[config.mk]
export PLATFORM = sky130hd
export DESIGN_NAME = pipeline_hazard_ctrl
export DESIGN_NICKNAME = d
export VERILOG_FILES = /design/src/rtl/pipeline_hazard_ctrl.sv
export SDC_FILE = /design/constraint.sdc
export NUM_CORES = 1
export LEC_CHECK = 0
export CAP_MARGIN = 40
export CORE_UTILIZATION = 40
export DETAILED_ROUTE_END_ITERATION = 12
export GPL_ROUTABILITY_DRIVEN = 0
export PLACE_DENSITY = 0.84
export SETUP_SLACK_MARGIN = 0.02
export SLEW_MARGIN = 20
export SYNTH_ARGS = -nofsm -noshare
export SYNTH_HDL_FRONTEND = slang
export SYNTH_SLANG_ARGS = --single-unit
[constraint.sdc]
create_clock -name clk -period 2.5 [get_ports clk]
set_clock_uncertainty 0.05 [all_clocks]
set_input_delay 0.25 -clock clk [delete_from_list [all_inputs] [get_ports clk]]
set_output_delay 0.25 -clock clk [all_outputs]
set_load 0.02 [all_outputs]
[src/rtl/pipeline_hazard_ctrl.sv]
// Hazard unit for a five-stage MIPS-style pipeline: operand forwarding, load-use and
// branch-operand stalls, exception flushes and a multi-cycle divider interlock.
module pipeline_hazard_ctrl #(
    parameter int REG_AW  = 5,
    parameter int DIV_LAT = 32
) (
    input  logic              clk,
    input  logic              rst,
    input  logic [REG_AW-1:0] rsD,
    input  logic [REG_AW-1:0] rtD,
    input  logic              branchD,
    input  logic              jrD,
    input  logic [REG_AW-1:0] rsE,
    input  logic [REG_AW-1:0] rtE,
    input  logic [REG_AW-1:0] writeregE,
    input  logic              regwriteE,
    input  logic              memtoregE,
    input  logic              divE,
    input  logic [REG_AW-1:0] writeregM,
    input  logic              regwriteM,
    input  logic              memtoregM,
    input  logic              exceptM,
    input  logic [REG_AW-1:0] writeregW,
    input  logic              regwriteW,
    output logic              forwardaD,
    output logic              forwardbD,
    output logic [1:0]        forwardaE,
    output logic [1:0]        forwardbE,
    output logic              stallF,
    output logic              stallD,
    output logic              stallE,
    output logic              flushD,
    output logic              flushE,
    output logic              flushM,
    output logic              div_busy,
    output logic              div_done
);

    typedef enum logic [1:0] {
        S_IDLE = 2'b00,
        S_BUSY = 2'b01,
        S_DONE = 2'b10
    } div_state_e;

    localparam logic [REG_AW-1:0] ZERO_REG = '0;
    localparam logic [7:0]        CNT_LOAD = 8'(DIV_LAT - 2);

    div_state_e state_q, state_d;
    logic [7:0] cnt_q, cnt_d;
    logic       lwstall_s;
    logic       brstall_s;
    logic       br_e_hit_s;
    logic       br_m_hit_s;
    logic       div_busy_s;

    // E-stage operand select: the younger result in M wins over W.
    always_comb begin
        forwardaE = 2'b00;
        forwardbE = 2'b00;
        if ((rsE != ZERO_REG) && (rsE == writeregM) && regwriteM) begin
            forwardaE = 2'b10;
        end else if ((rsE != ZERO_REG) && (rsE == writeregW) && regwriteW) begin
            forwardaE = 2'b01;
        end else begin
            forwardaE = 2'b00;
        end
        if ((rtE != ZERO_REG) && (rtE == writeregM) && regwriteM) begin
            forwardbE = 2'b10;
        end else if ((rtE != ZERO_REG) && (rtE == writeregW) && regwriteW) begin
            forwardbE = 2'b01;
        end else begin
            forwardbE = 2'b00;
        end
    end

    // D-stage comparator operands and the load-use / branch-operand stall causes.
    always_comb begin
        forwardaD  = (rsD != ZERO_REG) && (rsD == writeregM) && regwriteM;
        forwardbD  = (rtD != ZERO_REG) && (rtD == writeregM) && regwriteM;
        lwstall_s  = memtoregE && regwriteE && (writeregE != ZERO_REG) &&
                     ((writeregE == rsD) || (writeregE == rtD));
        br_e_hit_s = regwriteE && (writeregE != ZERO_REG) &&
                     ((writeregE == rsD) || (writeregE == rtD));
        // A load still in M cannot be forwarded to the branch comparator yet.
        br_m_hit_s = memtoregM && (writeregM != ZERO_REG) &&
                     ((writeregM == rsD) || (writeregM == rtD));
        brstall_s  = (branchD || jrD) && (br_e_hit_s || br_m_hit_s);
    end

    // Divider sequencer next state; an exception always abandons the divide.
    always_comb begin
        state_d = state_q;
        cnt_d   = cnt_q;
        if (exceptM) begin
            state_d = S_IDLE;
            cnt_d   = 8'd0;
        end else begin
            case (state_q)
                S_IDLE: begin
                    if (divE) begin
                        state_d = S_BUSY;
                        cnt_d   = CNT_LOAD;
                    end else begin
                        state_d = S_IDLE;
                        cnt_d   = cnt_q;
                    end
                end
                S_BUSY: begin
                    if (cnt_q == 8'd0) begin
                        state_d = S_DONE;
                        cnt_d   = 8'd0;
                    end else begin
                        state_d = S_BUSY;
                        cnt_d   = cnt_q - 8'd1;
                    end
                end
                S_DONE: begin
                    state_d = S_IDLE;
                    cnt_d   = 8'd0;
                end
                default: begin
                    state_d = S_IDLE;
                    cnt_d   = 8'd0;
                end
            endcase
        end
    end

    // Divider state and counter registers with synchronous reset.
    always_ff @(posedge clk) begin
        if (rst) begin
            state_q <= S_IDLE;
            cnt_q   <= 8'd0;
        end else begin
            state_q <= state_d;
            cnt_q   <= cnt_d;
        end
    end

    // The busy flag covers the issue cycle so the pipeline freezes immediately.
    always_comb begin
        div_busy_s = (state_q == S_BUSY) ||
                     ((state_q == S_IDLE) && divE && !exceptM);
        div_busy   = !rst && div_busy_s;
        div_done   = !rst && (state_q == S_DONE);
    end

    // Stall/flush resolution: exception, then divider, then data hazards.
    always_comb begin
        stallF = 1'b0;
        stallD = 1'b0;
        stallE = 1'b0;
        flushD = 1'b0;
        flushE = 1'b0;
        flushM = 1'b0;
        if (rst) begin
            stallF = 1'b0;
        end else if (exceptM) begin
            flushD = 1'b1;
            flushE = 1'b1;
            flushM = 1'b1;
        end else if (div_busy_s) begin
            stallF = 1'b1;
            stallD = 1'b1;
            stallE = 1'b1;
            flushM = 1'b1;
        end else if (lwstall_s || brstall_s) begin
            stallF = 1'b1;
            stallD = 1'b1;
            flushE = 1'b1;
        end else begin
            stallF = 1'b0;
        end
    end

endmodule
==> flow_metrics.tcl <==
# collected from the flow reports
set metrics [dict create \
    fp.dieH_um 56.0 \
    flop_area_um2 200 \
    fmax_mhz 419 \
    antenna_left 0 \
    num-nonclk-buffers 86 \
    fp_util 0.423 \
    clkCellAreaFrac 0.0181 \
    cts_max_level 1 \
    finalHoldViolCount 0 \
    yosysWarnings 0 \
    criticalPathCategory "in -> out" \
    cts_made_buffers 3 \
    status "finished clean" \
    taps 31 \
    postCtsResizedCells 9 \
    hold_class "reg -> reg" \
    async_flop_share 0 \
    yosysMostFrequentCell "xnor2_1" \
    setup_ws_ns 0.112 \
    cts_setup_buffers 0 \
    synth_flops 10 \
    wire_per_inst_um 13.3 \
    antenna_found_initial 0 \
    die_area_um2 3140 \
    max_slew_margin 0.745 \
    core-area_um2 2760 \
    worst_slew_pin_slew_ns 0.379 \
    port_buffers 59 \
    gr-usage-met3 0.0233 \
    power.total_w 0.000618 \
]
-- worst paths after layout --
check / startpoint / endpoint / slack, ns / cells after the start
worst max-delay path: writeregM[2] / stallF / 0.11 / 7
worst min-delay path: cnt_q[6] / cnt_q[6] / 0.51 / 1
worst max register to register: cnt_q[0] / cnt_q[6] / 0.49 / 6
worst min register to register: cnt_q[6] / cnt_q[6] / 0.51 / 1
-- cells by family (layout without fill, tap and decap cells) --
kind of cell / count (synthesis) / count (layout) / synth area share
AOI/OAI and AO/OA: 33 / 33 / 0.174
xor gates and xnor gates: 40 / 40 / 0.300
adders and majority gates: 2 / 2 / 0.0214
buffers and inverters: 11 / 95 / 0.0386
DFF: 10 / 10 / 0.171
and+or+nand+nor: 67 / 67 / 0.295
-- power by group --
part	total [W]	switching (W)	internal, W
combinational	0.000293	0.000126	0.000167
sequential	0.000173	0.00000812	0.000165
clock	0.000152	0.0000635	0.0000888
total	0.000618	0.000197	0.000420
-- per-stage QoR --
stage	util	cell area, µm²	hold WS (ns)	setup TNS [ns]	cells
after global routing	0.728	2010	0.538	0	278
after CTS	0.727	2010	0.510	0	278
final	0.728	2010	0.511	0	278
after floorplan	-	1170	0.368	0	163
after global placement	0.716	1970	0.494	-0.437	274
after detailed placement	0.716	1970	0.499	-0.691	274
-- registers in the layout, indices dropped and copies added, names as in the netlist --
signal	cells
cnt_q	8
state_q	2
-- critical path, delay by kind of cell --
family,cells,cell delay [ns]
buffers and inverters,2,0.93
and+or+nand+nor,2,0.35
xor gates and xnor gates,1,0.16
AOI/OAI and AO/OA,2,0.40
-- metal layers --
layer	routed length, µm	share of wire	vias to the layer above
li1	-	-	758
met1	1600	0.43	670
met2	1840	0.50	50
met3	162	0.044	15
met4	87	0.024	0
met5	0	0	-
Fig. 1: gate families picked out
Scale: 6 px per µm.
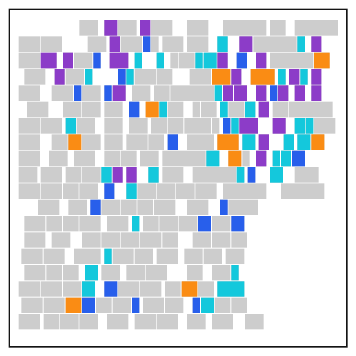
blue -> nand cells  # cells 21
orange -> and/or cells  # cells 10, where spread over the die
purple -> aoi and oai cells  # cells 28
cyan -> nor cells  # cells 36

Fig. 2: met4 routing
Scale: 6 px per µm.
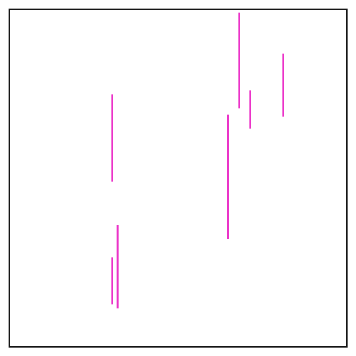
main direction = vertical
longest straight run = 20.4 µm

Fig. 3: ports around the boundary
Scale: 6 px per µm. Pins as bars across the die edge, other pins in gray.
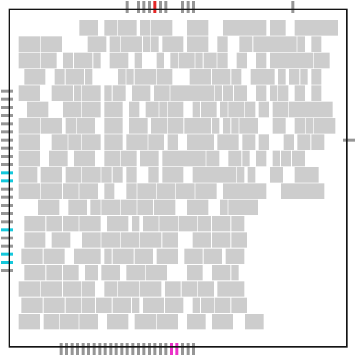
magenta -> forwardbE  # pins 2, direction output, edge bottom
cyan -> rsD  # pins 5, direction input, edge left
red -> flushM  # pins 1, direction output, edge top

Fig. 4: routed metal, one color a layer
Scale: 4 px per µm. Two of the layers only.
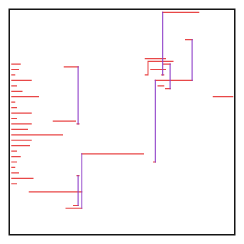
purple -> M4  # wire length 87.7 µm
red -> M3  # wire length 162 µm

Power figures rest on the tool's default switching activity, not on a simulated workload.
